Placed standard cells:
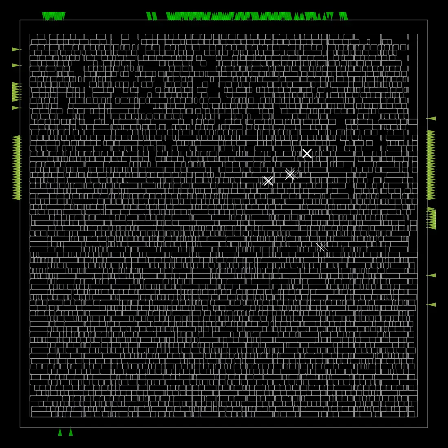
Placed cells, one colour a class:
Bar = 50 um. Fill, decap, tap and diode cells in grey.
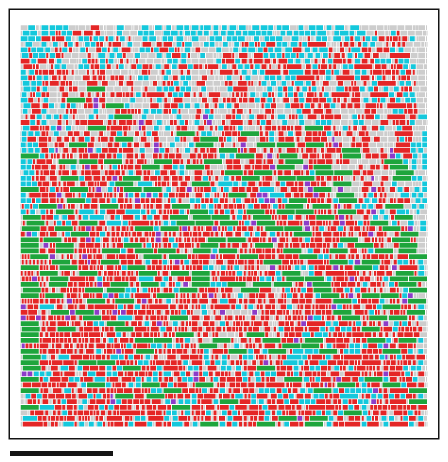
Signal wires by layer:
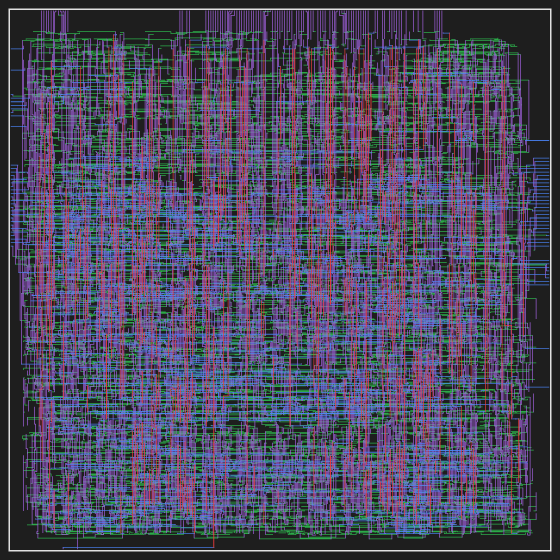
Metal 1:
Supply wires on this layer in grey.
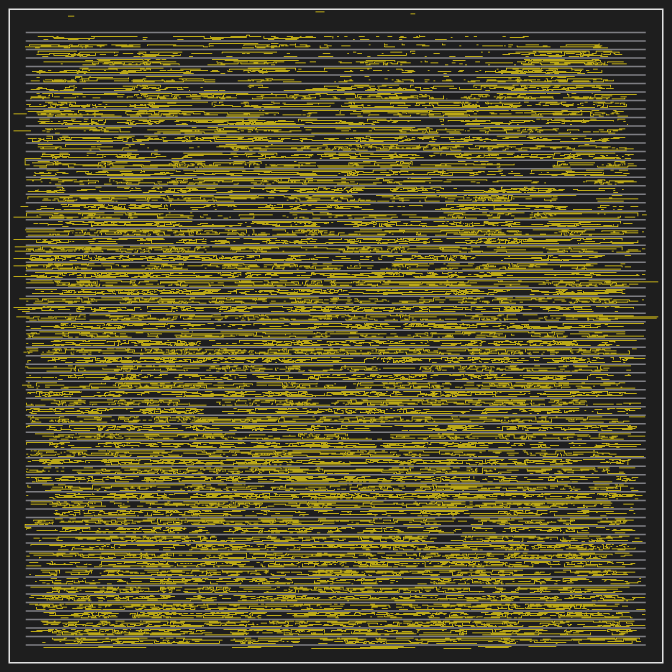
File: config.mk
export PLATFORM = sky130hd
export DESIGN_NAME = mips_muldiv_alu_flat
export DESIGN_NICKNAME = d
export VERILOG_FILES = /design/src/rtl/mips_muldiv_alu_pkg.sv /design/src/rtl/mips_muldiv_alu_if.sv /design/src/rtl/mips_muldiv_alu_muldiv_iter.sv /design/src/rtl/mips_muldiv_alu.sv /design/src/flat_wrapper.sv
export SDC_FILE = /design/constraint.sdc
export NUM_CORES = 1
export LEC_CHECK = 0
export CORE_MARGIN = 5
export CORE_UTILIZATION = 56
export CTS_BUF_LIST = sky130_fd_sc_hd__clkbuf_4
export DETAILED_ROUTE_END_ITERATION = 7
export PLACE_DENSITY = 0.86
export SYNTH_ARGS = -nofsm -noshare
export SYNTH_HDL_FRONTEND = slang
export SYNTH_HIERARCHICAL = 1
export SYNTH_SLANG_ARGS = --single-unit
export TNS_END_PERCENT = 30
File: constraint.sdc
create_clock -name clk -period 2.9 [get_ports clk]
set_input_delay 0.58 -clock clk [delete_from_list [all_inputs] [get_ports clk]]
set_output_delay 0.58 -clock clk [all_outputs]
set_load 0.1 [all_outputs]
File: src/rtl/mips_muldiv_alu_pkg.sv
// Shared definitions for the multi-cycle MIPS ALU: op codes, FSM states and
// op classification helpers.
package mips_alu_pkg;

    typedef enum logic [3:0] {
        OP_AND   = 4'b0000,
        OP_OR    = 4'b0001,
        OP_ADD   = 4'b0010,
        OP_SLTU  = 4'b0011,
        OP_ANDN  = 4'b0100,
        OP_ORN   = 4'b0101,
        OP_SUB   = 4'b0110,
        OP_SLT   = 4'b0111,
        OP_MULT  = 4'b1000,
        OP_MULTU = 4'b1001,
        OP_DIV   = 4'b1010,
        OP_DIVU  = 4'b1011,
        OP_MFHI  = 4'b1100,
        OP_MFLO  = 4'b1101
    } alu_op_e;

    typedef enum logic [1:0] {
        IDLE,
        MUL,
        DIV,
        FIX
    } state_e;

    function automatic logic is_muldiv(input logic [3:0] op);
        return op[3:2] == 2'b10;
    endfunction

    // MULT and DIV are the even codes of the mul/div group
    function automatic logic is_signed_muldiv(input logic [3:0] op);
        return is_muldiv(op) && !op[0];
    endfunction

endpackage

File: src/rtl/mips_muldiv_alu_if.sv
// Request/result bus between the control FSM (master) and the ALU (slave).
interface mips_muldiv_alu_if #(
    parameter int WIDTH = 32
);
    logic             in_valid;
    logic             in_ready;
    logic [3:0]       op;
    logic [WIDTH-1:0] a;
    logic [WIDTH-1:0] b;
    logic             out_valid;
    logic [WIDTH-1:0] y;
    logic             zero;
    logic             ovf;
    logic             dz;
    logic [WIDTH-1:0] hi;
    logic [WIDTH-1:0] lo;

    modport master (
        output in_valid, op, a, b,
        input  in_ready, out_valid, y, zero, ovf, dz, hi, lo
    );

    modport slave (
        input  in_valid, op, a, b,
        output in_ready, out_valid, y, zero, ovf, dz, hi, lo
    );
endinterface

File: src/rtl/mips_muldiv_alu_muldiv_iter.sv
// Iterative unsigned datapath: shift-add multiply or restoring divide, one
// bit per cycle over WIDTH cycles. Operates on magnitudes only.
module muldiv_iter
    import mips_alu_pkg::*;
#(
    parameter int WIDTH = 32
) (
    input  logic             clk,
    input  logic             rst_n,
    input  logic             start,
    input  logic             run,
    input  logic             is_div,
    input  logic [WIDTH-1:0] a_mag,
    input  logic [WIDTH-1:0] b_mag,
    output logic             done,
    output logic [WIDTH-1:0] acc,
    output logic [WIDTH-1:0] sreg
);
    localparam int CNT_W = $clog2(WIDTH + 1);

    logic [WIDTH-1:0] acc_q, sreg_q, opb_q;
    logic [CNT_W-1:0] cnt_q;
    logic [WIDTH-1:0] addend;
    logic [WIDTH:0]   mul_sum, div_shift, div_trial;

    always_comb begin
        addend    = sreg_q[0] ? opb_q : '0;
        mul_sum   = {1'b0, acc_q} + {1'b0, addend};
        div_shift = {acc_q, sreg_q[WIDTH-1]};
        // Remainder stays below the divisor, so bit WIDTH of the trial is the borrow
        div_trial = div_shift - {1'b0, opb_q};
    end

    always_ff @(posedge clk or negedge rst_n) begin
        if (!rst_n) begin
            acc_q  <= '0;
            sreg_q <= '0;
            opb_q  <= '0;
            cnt_q  <= '0;
        end else if (start) begin
            acc_q  <= '0;
            sreg_q <= a_mag;
            opb_q  <= b_mag;
            cnt_q  <= '0;
        end else if (run) begin
            cnt_q <= cnt_q + CNT_W'(1);
            if (is_div) begin
                if (!div_trial[WIDTH]) begin
                    acc_q  <= div_trial[WIDTH-1:0];
                    sreg_q <= {sreg_q[WIDTH-2:0], 1'b1};
                end else begin
                    acc_q  <= div_shift[WIDTH-1:0];
                    sreg_q <= {sreg_q[WIDTH-2:0], 1'b0};
                end
            end else begin
                acc_q  <= mul_sum[WIDTH:1];
                sreg_q <= {mul_sum[0], sreg_q[WIDTH-1:1]};
            end
        end
    end

    assign done = (cnt_q == CNT_W'(WIDTH - 1));
    assign acc  = acc_q;
    assign sreg = sreg_q;

endmodule

File: src/rtl/mips_muldiv_alu.sv
// Multi-cycle MIPS execute-stage ALU: registered single-cycle ops plus
// iterative MULT/DIV with architectural HI/LO.
module mips_muldiv_alu
    import mips_alu_pkg::*;
#(
    parameter int WIDTH = 32
) (
    input  logic             clk,
    input  logic             rst_n,
    mips_muldiv_alu_if.slave bus
);
    state_e state_q, state_d;

    logic             in_ready, accept, start_md, run_md, iter_done, sgn;
    logic [WIDTH-1:0] a_mag, b_mag, iter_acc, iter_sreg;
    logic [WIDTH-1:0] a_q;
    logic             is_div_q, neg_lo_q, neg_hi_q, dz_pend_q;
    logic [WIDTH-1:0] y_q, hi_q, lo_q;
    logic             out_valid_q, ovf_q, dz_q;
    logic [WIDTH-1:0] alu_y, add_r, sub_r, fix_hi, fix_lo;
    logic             alu_ovf;
    logic [2*WIDTH-1:0] prod;

    assign accept = in_ready && bus.in_valid;

    // State register
    always_ff @(posedge clk or negedge rst_n) begin
        if (!rst_n) state_q <= IDLE;
        else        state_q <= state_d;
    end

    // Next state; a zero divisor skips the iterations entirely
    always_comb begin
        state_d = state_q;
        case (state_q)
            IDLE: begin
                if (accept && is_muldiv(bus.op)) begin
                    if (bus.op[1]) state_d = (bus.b == '0) ? FIX : DIV;
                    else           state_d = MUL;
                end
            end
            MUL, DIV: if (iter_done) state_d = FIX;
            FIX:      state_d = IDLE;
            default:  state_d = IDLE;
        endcase
    end

    // FSM outputs
    always_comb begin
        in_ready = (state_q == IDLE);
        run_md   = (state_q == MUL) || (state_q == DIV);
        start_md = (state_q == IDLE) && bus.in_valid && is_muldiv(bus.op);
    end

    always_comb begin
        add_r   = bus.a + bus.b;
        sub_r   = bus.a - bus.b;
        alu_y   = '0;
        alu_ovf = 1'b0;
        case (alu_op_e'(bus.op))
            OP_AND:  alu_y = bus.a & bus.b;
            OP_OR:   alu_y = bus.a | bus.b;
            OP_ANDN: alu_y = bus.a & ~bus.b;
            OP_ORN:  alu_y = bus.a | ~bus.b;
            OP_ADD: begin
                alu_y   = add_r;
                alu_ovf = (bus.a[WIDTH-1] == bus.b[WIDTH-1]) && (add_r[WIDTH-1] != bus.a[WIDTH-1]);
            end
            OP_SUB: begin
                alu_y   = sub_r;
                alu_ovf = (bus.a[WIDTH-1] != bus.b[WIDTH-1]) && (sub_r[WIDTH-1] != bus.a[WIDTH-1]);
            end
            OP_SLT:  alu_y = {{(WIDTH-1){1'b0}}, ($signed(bus.a) < $signed(bus.b))};
            OP_SLTU: alu_y = {{(WIDTH-1){1'b0}}, (bus.a < bus.b)};
            OP_MFHI: alu_y = hi_q;
            OP_MFLO: alu_y = lo_q;
            default: alu_y = '0;
        endcase
    end

    always_comb begin
        sgn   = is_signed_muldiv(bus.op);
        a_mag = (sgn && bus.a[WIDTH-1]) ? -bus.a : bus.a;
        b_mag = (sgn && bus.b[WIDTH-1]) ? -bus.b : bus.b;
    end

    // Sign fix-up of the unsigned iteration result
    always_comb begin
        prod = {iter_acc, iter_sreg};
        if (neg_lo_q) prod = -prod;
        if (dz_pend_q) begin
            fix_hi = a_q;
            fix_lo = '1;
        end else if (is_div_q) begin
            fix_lo = neg_lo_q ? -iter_sreg : iter_sreg;
            fix_hi = neg_hi_q ? -iter_acc  : iter_acc;
        end else begin
            fix_hi = prod[2*WIDTH-1:WIDTH];
            fix_lo = prod[WIDTH-1:0];
        end
    end

    always_ff @(posedge clk or negedge rst_n) begin
        if (!rst_n) begin
            y_q         <= '0;
            hi_q        <= '0;
            lo_q        <= '0;
            out_valid_q <= 1'b0;
            ovf_q       <= 1'b0;
            dz_q        <= 1'b0;
            a_q         <= '0;
            is_div_q    <= 1'b0;
            neg_lo_q    <= 1'b0;
            neg_hi_q    <= 1'b0;
            dz_pend_q   <= 1'b0;
        end else begin
            out_valid_q <= 1'b0;
            if (accept) begin
                if (is_muldiv(bus.op)) begin
                    a_q       <= bus.a;
                    is_div_q  <= bus.op[1];
                    neg_lo_q  <= sgn && (bus.a[WIDTH-1] ^ bus.b[WIDTH-1]);
                    neg_hi_q  <= sgn && bus.a[WIDTH-1];
                    dz_pend_q <= bus.op[1] && (bus.b == '0);
                end else begin
                    y_q         <= alu_y;
                    ovf_q       <= alu_ovf;
                    dz_q        <= 1'b0;
                    out_valid_q <= 1'b1;
                end
            end
            if (state_q == FIX) begin
                hi_q        <= fix_hi;
                lo_q        <= fix_lo;
                y_q         <= fix_lo;
                ovf_q       <= 1'b0;
                dz_q        <= dz_pend_q;
                out_valid_q <= 1'b1;
            end
        end
    end

    muldiv_iter #(
        .WIDTH(WIDTH)
    ) u_iter (
        .clk    (clk),
        .rst_n  (rst_n),
        .start  (start_md),
        .run    (run_md),
        .is_div (is_div_q),
        .a_mag  (a_mag),
        .b_mag  (b_mag),
        .done   (iter_done),
        .acc    (iter_acc),
        .sreg   (iter_sreg)
    );

    assign bus.in_ready  = in_ready;
    assign bus.out_valid = out_valid_q;
    assign bus.y         = y_q;
    assign bus.zero      = (y_q == '0);
    assign bus.ovf       = ovf_q;
    assign bus.dz        = dz_q;
    assign bus.hi        = hi_q;
    assign bus.lo        = lo_q;

endmodule
File: src/flat_wrapper.sv
// flat-port wrapper written by rule: the top's interface ports become plain ports
module mips_muldiv_alu_flat import mips_alu_pkg::*;
#(
    parameter int WIDTH = 32
)
  (clk, rst_n, bus_in_valid, bus_op, bus_a, bus_b, bus_in_ready, bus_out_valid, bus_y, bus_zero, bus_ovf, bus_dz, bus_hi, bus_lo);
  mips_muldiv_alu_if #(.WIDTH(WIDTH)) bus_i ();
  input  logic clk;
  input  logic rst_n;
  input wire logic [$bits(bus_i.in_valid)-1:0] bus_in_valid;
  input wire logic [$bits(bus_i.op)-1:0] bus_op;
  input wire logic [$bits(bus_i.a)-1:0] bus_a;
  input wire logic [$bits(bus_i.b)-1:0] bus_b;
  output wire logic [$bits(bus_i.in_ready)-1:0] bus_in_ready;
  output wire logic [$bits(bus_i.out_valid)-1:0] bus_out_valid;
  output wire logic [$bits(bus_i.y)-1:0] bus_y;
  output wire logic [$bits(bus_i.zero)-1:0] bus_zero;
  output wire logic [$bits(bus_i.ovf)-1:0] bus_ovf;
  output wire logic [$bits(bus_i.dz)-1:0] bus_dz;
  output wire logic [$bits(bus_i.hi)-1:0] bus_hi;
  output wire logic [$bits(bus_i.lo)-1:0] bus_lo;
  assign bus_i.in_valid = bus_in_valid;
  assign bus_i.op = bus_op;
  assign bus_i.a = bus_a;
  assign bus_i.b = bus_b;
  assign bus_in_ready = bus_i.in_ready;
  assign bus_out_valid = bus_i.out_valid;
  assign bus_y = bus_i.y;
  assign bus_zero = bus_i.zero;
  assign bus_ovf = bus_i.ovf;
  assign bus_dz = bus_i.dz;
  assign bus_hi = bus_i.hi;
  assign bus_lo = bus_i.lo;
  mips_muldiv_alu #(.WIDTH(WIDTH)) u_core (.clk(clk), .rst_n(rst_n), .bus(bus_i));
endmodule
==> flow_summary.json <==
{
  "status": "complete, but fails checks",
  "violations": "design-rule violations, negative setup slack",
  "lay_top_cells": "buf_4 (758), nand2_1 (338), o21ai_0 (253)",
  "power_switching_mw": 23.2,
  "path_delay_family": "AND-OR/OR-AND gates",
  "crit_buf_inv": 2,
  "yosysWarnings": 6,
  "overflow": 0,
  "cts_buffers": 70,
  "p_leak_nw": 14.2,
  "diodes": 3,
  "p_int_mw": 18.9,
  "min_from": "bus_a[3]",
  "r2r_cells": 15,
  "ioPinCount": 172,
  "common_cells": "nand2_1 (343), o21ai_0 (298), dfrtp_1 (239)",
  "top_cell": "nand2_1",
  "place_area_sq_mm": 0.0287,
  "crit_start": "u_core/u_iter/sreg[0]",
  "max_cap_violations": 0,
  "cts_max_path_buffers": 3,
  "final-clk-cell-share_pct": 2.58,
  "setup_viol": 59,
  "rsz0062_at_grt": "true",
  "comb_share_pct": 51.6,
  "syn_inst": 2837,
  "setup_ws_ps": -512,
  "tap_cells": 518,
  "drc_errors": 34,
  "path_max_fanout": 3,
  "hold_path.class": "in -> reg",
  "area_delta_synth_final_pct": 40.6,
  "p_total_mw": 42.1,
  "vias_per_cell": 6.71,
  "gp_congestion": 1.03,
  "n_fill_cell": 2586,
  "place_hpwl_um": 76000,
  "skew_ps": 48.0,
  "comb_power_share_pct": 76.2,
  "regArea_sq_mm": 0.00598,
  "slowest_delay_ps": 420,
  "drive_gt1_share_pct": 30.7,
  "dpl.cell_count": 4026,
  "hold_viol_final": 0,
  "path_class": "reg -> reg",
  "die_width_um": 208,
  "postSynthSeqShare_pct": 27.1
}
Notes on 'placed standard cells' above:
core area: 0.0388 sq mm
flop share of the area: 19.3%
Row Count: 72

Notes on 'placed cells, one colour a class' above:
Key: remaining buffers and delay cells = cyan [cells 864, share of their area 23%]; registers = green [cells 239, share of their area 20%]; remaining logic cells = red [cells 2440, share of their area 55%]; clock drivers and dummy loads = purple [cells 113, share of their area 2.6%]
fin area: 0.0310 sq mm
fin util: 79.9%

Notes on 'signal wires by layer' above:
Key: M2 = purple [wire length 45.7 mm]; M3 = blue [wire length 12400 um]; M4 = red [wire length 9870 um]; M1 = green [wire length 36.2 mm]
Vias: 28022
Global Route Usage Sum: 44.3%
DRT Wirelength: 104000 um
WL/cell: 24.9 um

Notes on 'metal 1' above:
The longest straight run is 59.3 um. 3600 nets have wire on it. The layer carries 36.2 mm of wire.
met1 Resource Use GR: 54.0%

layer usage:
metal | part of all wire (%) | vias up | GRT usage (%) | wire (um)
li1 | - | 11802 | - | -
met1 | 35 | 13141 | 54.0 | 36200
met2 | 44 | 2360 | 70.3 | 45700
met3 | 12 | 719 | 10.4 | 12400
met4 | 9.5 | 0 | 28.9 | 9870
met5 | 0 | - | 0 | 0
how the worst max path moves through the flow:
stage | slack (ps) | to | cells past startpoint
floorplan | -300 | u_core/bus.y[29] | 12
global placement | -1120 | u_core/bus.y[30] | 15
detailed placement | -1230 | u_core/bus.y[30] | 15
CTS | -320 | u_core/u_iter/acc[31] | 15
global route | -580 | u_core/u_iter/acc[25] | 15
finish | -510 | u_core/u_iter/acc[25] | 15
metrics by stage:
stage | setup slack (ps) | TNS, ps
floorplan | -296 | -1630
global placement | -1120 | -59880
detailed placement | -1230 | -64390
CTS | -321 | -6430
global route | -582 | -17760
finish | -512 | -13580
registers in the layout (all words and copies together) (netlist names), 2 cells and up:
signal,flops
u_core/a_q,32
u_core/bus.hi,32
u_core/bus.lo,32
u_core/bus.y,32
u_core/u_iter/acc,32
u_core/u_iter/opb_q,32
u_core/u_iter/sreg,32
u_core/u_iter/cnt_q,6
u_core/state_q,2
power by group through the flow:
stage | clock [mW] | sequential [mW] | combinational, mW
global route | 3.35 | 6.91 | 33.4
CTS | 3.15 | 6.68 | 29.4
global placement | 0 | 6.62 | 26.7
floorplan | 0 | 11.0 | 12.9
detailed placement | 0 | 6.69 | 27.6
finish | 3.19 | 6.83 | 32.1
what timing repair did:
item / CTS / global route
pin swaps: 52 / 39
setup buffers: 20 / 16
hold buffers: 1 / 0
endpoints found under the hold margin: 43 / 0
gates cloned: 1 / 1
setup endpoints to repair: 77 / 94
resized: 157 / 141
Power is estimated from default activity; no workload was simulated.
